<file path="config.mk">
export PLATFORM = sky130hd
export DESIGN_NAME = video_timing_rx
export DESIGN_NICKNAME = d
export VERILOG_FILES = /design/src/rtl/video_timing_rx_pkg.sv /design/src/rtl/video_edge_det.sv /design/src/rtl/video_timing_rx.sv
export SDC_FILE = /design/constraint.sdc
export NUM_CORES = 1
export LEC_CHECK = 0
export ABC_CLOCK_PERIOD_IN_PS = 3400
export CAP_MARGIN = 40
export CELL_PAD_IN_SITES_DETAIL_PLACEMENT = 1
export CELL_PAD_IN_SITES_GLOBAL_PLACEMENT = 2
export CORE_UTILIZATION = 30
export CTS_BUF_LIST = sky130_fd_sc_hd__clkbuf_16
export CTS_CLUSTER_DIAMETER = 40
export CTS_CLUSTER_SIZE = 28
export DETAILED_ROUTE_END_ITERATION = 8
export MAX_ROUTING_LAYER = met4
export PLACE_DENSITY_LB_ADDON = 0.1
export SYNTH_ARGS = -nofsm -noshare
export SYNTH_HDL_FRONTEND = slang
export SYNTH_SLANG_ARGS = --single-unit
</file>
<file path="constraint.sdc">
create_clock -name pix_clk -period 3.4 [get_ports pix_clk]
set_input_delay 0.68 -clock pix_clk [delete_from_list [all_inputs] [get_ports pix_clk]]
set_output_delay 0.68 -clock pix_clk [all_outputs]
set_load 0.02 [all_outputs]
</file>
<file path="src/rtl/video_timing_rx_pkg.sv">
// video_timing_rx_pkg: shared display constants and lock-state encoding
package video_timing_rx_pkg;
    localparam int RGB_W = 16;
    typedef enum logic [1:0] {SEARCH, MEASURE, LOCKED} vt_state_e;
endpackage

</file>
<file path="src/rtl/video_edge_det.sv">
// video_edge_det: registered copy of a level plus its rising-edge strobe
module video_edge_det (
    input  logic pix_clk,
    input  logic rstn,
    input  logic d,
    output logic q,
    output logic rise
);
    always_ff @(posedge pix_clk or negedge rstn)
        if (!rstn) q <= 1'b0;
        else       q <= d;
    assign rise = d & ~q;
endmodule

</file>
<file path="src/rtl/video_timing_rx.sv">
// video_timing_rx: measures incoming video timing, tracks pixel position,
// locks on repeated identical frames and captures one probe pixel per frame
module video_timing_rx
    import video_timing_rx_pkg::*;
#(
    parameter int X_BITS      = 13,
    parameter int Y_BITS      = 13,
    parameter int LOCK_FRAMES = 2
) (
    input  logic              pix_clk,
    input  logic              rstn,
    input  logic              vs_in,
    input  logic              hs_in,
    input  logic              de_in,
    input  logic [RGB_W-1:0]  rgb_in,
    input  logic [X_BITS-1:0] probe_x,
    input  logic [Y_BITS-1:0] probe_y,
    output logic              vs_out,
    output logic              hs_out,
    output logic              de_out,
    output logic [RGB_W-1:0]  rgb_out,
    output logic [X_BITS-1:0] act_x,
    output logic [Y_BITS-1:0] act_y,
    output logic [X_BITS-1:0] h_act_meas,
    output logic [Y_BITS-1:0] v_act_meas,
    output logic              locked,
    output logic              frame_err,
    output logic [RGB_W-1:0]  probe_rgb,
    output logic              probe_vld
);
    localparam int CW = $clog2(LOCK_FRAMES + 1);

    logic vs_rise, de_rise, line_start, line_end, eval, f_bad, good_same, cap;
    logic started, y_first, have_w, w_bad, sat_q, probe_done;
    logic [X_BITS-1:0] cur_x, width, first_w, f_w, px_q, eff_px;
    logic [Y_BITS-1:0] cur_y, f_v, py_q, eff_py;
    logic [CW-1:0] match_cnt, match_nx;
    vt_state_e state, state_nx;

    video_edge_det u_vs (.pix_clk(pix_clk), .rstn(rstn), .d(vs_in), .q(vs_out), .rise(vs_rise));
    video_edge_det u_de (.pix_clk(pix_clk), .rstn(rstn), .d(de_in), .q(de_out), .rise(de_rise));

    // a frame start with de high also opens a line, so that pixel is (0,0)
    assign line_start = de_in & (de_rise | vs_rise);
    assign line_end   = de_out & (~de_in | vs_rise);
    assign cur_x = line_start ? '0 : (&act_x) ? act_x : act_x + 1'b1;
    assign cur_y = !line_start ? act_y : (vs_rise | y_first) ? '0 : (&act_y) ? act_y : act_y + 1'b1;
    assign width = act_x + 1'b1;

    // verdict on the frame closing at this vs edge, including a line cut by it
    assign f_w       = have_w ? first_w : width;
    assign f_v       = act_y + 1'b1;
    assign f_bad     = !(have_w | line_end) | w_bad | sat_q | (line_end & have_w & (width != first_w));
    assign good_same = !f_bad & (f_w == h_act_meas) & (f_v == v_act_meas);
    assign eval      = vs_rise & started;

    assign eff_px = vs_rise ? probe_x : px_q;
    assign eff_py = vs_rise ? probe_y : py_q;
    assign cap    = de_in & (started | vs_rise) & (vs_rise | !probe_done) & (cur_x == eff_px) & (cur_y == eff_py);

    assign locked = state == LOCKED;

    always_comb begin
        state_nx = state;
        match_nx = match_cnt;
        if (vs_rise)
            case (state)
                SEARCH: begin
                    state_nx = MEASURE;
                    match_nx = '0;
                end
                MEASURE: begin
                    match_nx = good_same ? match_cnt + 1'b1 : '0;
                    if (good_same && 32'(match_cnt) + 1 >= LOCK_FRAMES - 1) state_nx = LOCKED;
                end
                default: if (!good_same) begin
                    state_nx = SEARCH;
                    match_nx = '0;
                end
            endcase
    end

    always_ff @(posedge pix_clk or negedge rstn) begin
        if (!rstn) begin
            state      <= SEARCH;
            match_cnt  <= '0;
            started    <= 1'b0;
            y_first    <= 1'b0;
            have_w     <= 1'b0;
            w_bad      <= 1'b0;
            sat_q      <= 1'b0;
            probe_done <= 1'b0;
            first_w    <= '0;
            px_q       <= '0;
            py_q       <= '0;
            act_x      <= '0;
            act_y      <= '0;
            h_act_meas <= '0;
            v_act_meas <= '0;
            hs_out     <= 1'b0;
            rgb_out    <= '0;
            frame_err  <= 1'b0;
            probe_rgb  <= '0;
            probe_vld  <= 1'b0;
        end else begin
            state      <= state_nx;
            match_cnt  <= match_nx;
            started    <= started | vs_rise;
            y_first    <= line_start ? 1'b0 : vs_rise | y_first;
            if (de_in) begin
                act_x <= cur_x;
                act_y <= cur_y;
            end
            have_w     <= !vs_rise & (have_w | line_end);
            w_bad      <= !vs_rise & (w_bad | (line_end & have_w & (width != first_w)));
            if (line_end & !have_w) first_w <= width;
            sat_q      <= !vs_rise & (sat_q | (de_in & ((&cur_x) | (&cur_y))));
            if (vs_rise) begin
                px_q <= probe_x;
                py_q <= probe_y;
            end
            probe_done <= cap | (probe_done & !vs_rise);
            probe_vld  <= cap;
            if (cap) probe_rgb <= rgb_in;
            frame_err  <= eval & f_bad;
            if (eval & !f_bad) begin
                h_act_meas <= f_w;
                v_act_meas <= f_v;
            end
            hs_out     <= hs_in;
            rgb_out    <= rgb_in;
        end
    end
endmodule

</file>
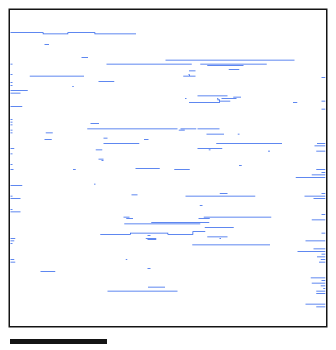
Fig. 1. Signal wires on met3 (run 1).
Bar = 50 um.
main direction: horizontal
wire length on this layer: 1070 um
met3 usage in global routing: 0.0374
final WL: 32.0 mm

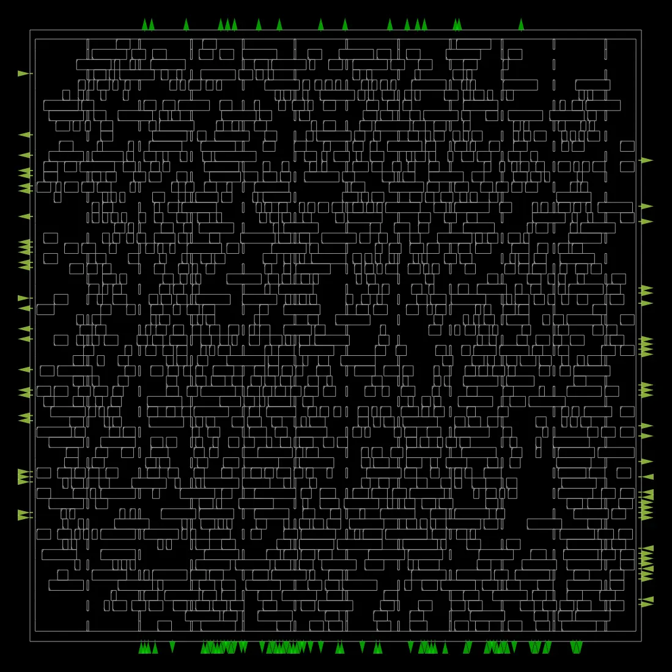
Fig. 2. Cell outlines without signal wires (run 1).
Tapcells: 330
Seq area share: 0.297
final-layout fill cell count: 2857

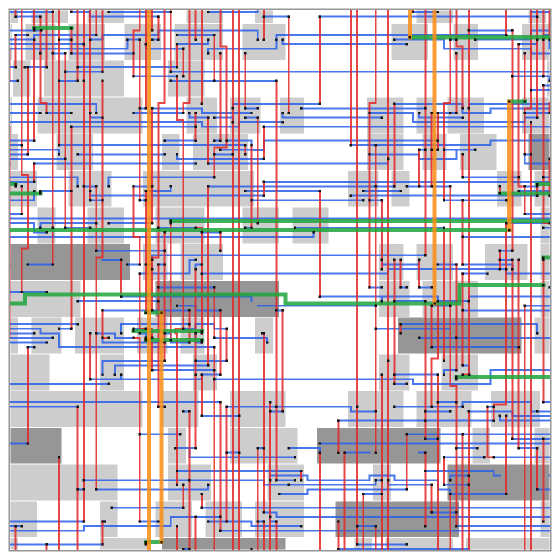
Fig. 3. Zoomed window (run 1).
Window x 61 to 101, y 29 to 69 um. Cells in grey, sequential cells in the stronger grey; small squares are vias.
| layer | colour |
|---|---|
| metal 4 | orange |
| metal 1 | blue |
| metal 2 | red |
| metal 3 | green |
cells with their middle in the window: 75
most frequent: buf_4 (16), dfrtp_1 (6), inv_1 (5)
sequential cells in the window: 6
netlist names of flops here include: `px_q` (5), `py_q` (1)

==> flow_summary.ini <==
; yosys + openroad results
[synthesis]
synth_cell_type_count = 72
synth.avg_cell_area_um2 = 9.38
yosys_area_um2 = 7770
top_cells_by_count = 136 x dfrtp_1, 104 x nand2_1, 58 x a21oi_1, 51 x nor2_1, 48 x xnor2_1
synth_flops = 136
ys_cells = 828
topCellsByArea = dfrtp_1 44%, xnor2_1 5.4%, nand2_1 5.0%
yosysWarnings = 0
synth_nets = 877

[final_timing]
holdWs_ns = 0.163
grt_setup_unrepaired = true
skew_ns = 0.0123
setup_viol = 0
period_used_share = 0.979
min_period_ns = 3.33
setup_ws_ns = 0.0718
max_freq_ghz = 0.300
finalSetupTns_ns = 0

[clock_network]
cts.clk_slew.worst_paths_ns = 0.07
cts_tree = yes
cts_buffers = 17
h-tree-depth = 4
clockBufferDepth = 2

[route]
post_drt_wl_per_cell_um = 22.3
ant_nets = 0
vias = 7508
drc_errors = 0
viasPerCell = 5.25

[floorplanning]
coreArea_um2 = 25300
dieArea_um2 = 26500
ioPinCount = 137
rows = 58

[outcome]
status = completed

[cells_and_area]
drive_above_1_share = 0.242
comb_cells = 603
antenna_cells = 0
nFlopsAndLatches = 136
finalNetCount = 1138
clk_share = 0.0532

[placement]
place.gp.congestion = 0.908
place_area_um2 = 10500

[global_routing]
grt_pass1_vias = 8097
grt_max_degree = 65
grt_util_all_layers = 0.256
antenna_found_initial = 0

[job]
warnings = 27

[pwr]
peakVddDrop_uv = 245

[worst_setup_path]
setup.worst_path.start = act_x[1]
cp_max_fo = 8
cp-end-kind = flop
r2r_setup_slack_ns = 0.07
-- run 1: metal layers --
metal / global-route usage / vias to the layer above / wire [um]
li1: - / 3475 / -
met1: 0.321 / 3827 / 14200
met2: 0.423 / 168 / 16000
met3: 0.0374 / 38 / 1070
met4: 0.0820 / 0 / 672
met5: - / - / 0
-- run 1: flip-flops by register name (all words and copies together), names as in the netlist, 2 cells and up --
| register | flops |
|---|---|
| py_q | 13 |
| v_act_meas | 13 |
| px_q | 13 |
| state | 2 |
| rgb_out | 16 |
| act_y | 13 |
| act_x | 13 |
| h_act_meas | 13 |
| probe_rgb | 16 |
| first_w | 13 |
-- run 1: power by group --
group / internal (mW) / switching [mW] / leakage, nW
combinational: 0.861 / 0.969 / 2.90
clock: 1.17 / 0.826 / 0.290
sequential: 1.82 / 0.242 / 1.73
total: 3.85 / 2.04 / 4.92
-- run 1: cell families (layout without fill, tap and decap cells) --
| kind of cell | Yosys count | in the layout | share of synthesized area |
|---|---|---|---|
| adder cells (fa/ha/maj) | 2 | 2 | 0.00322 |
| flip-flops | 136 | 136 | 0.438 |
| AND/OR/NAND/NOR | 286 | 286 | 0.184 |
| multiplexers | 46 | 46 | 0.0635 |
| AND-OR/OR-AND | 187 | 187 | 0.157 |
| buffers and inverters | 89 | 362 | 0.0483 |
| XOR/XNOR | 82 | 82 | 0.105 |
-- run 1: worst reg2reg max path, stage by stage (launching register included) --
cell and delay (ns):
dfrtp_2 0.39, ha_4 0.18, nand4_1 0.15, buf_4 0.19, or3_4 0.40, and2_4 0.21, mux2i_1 0.17, nand3_1 0.18
a2111oi_2 0.42, and4b_2 0.32, bufbuf_16 0.28, mux2_1 0.32
Power and IR drop assume default switching activity.
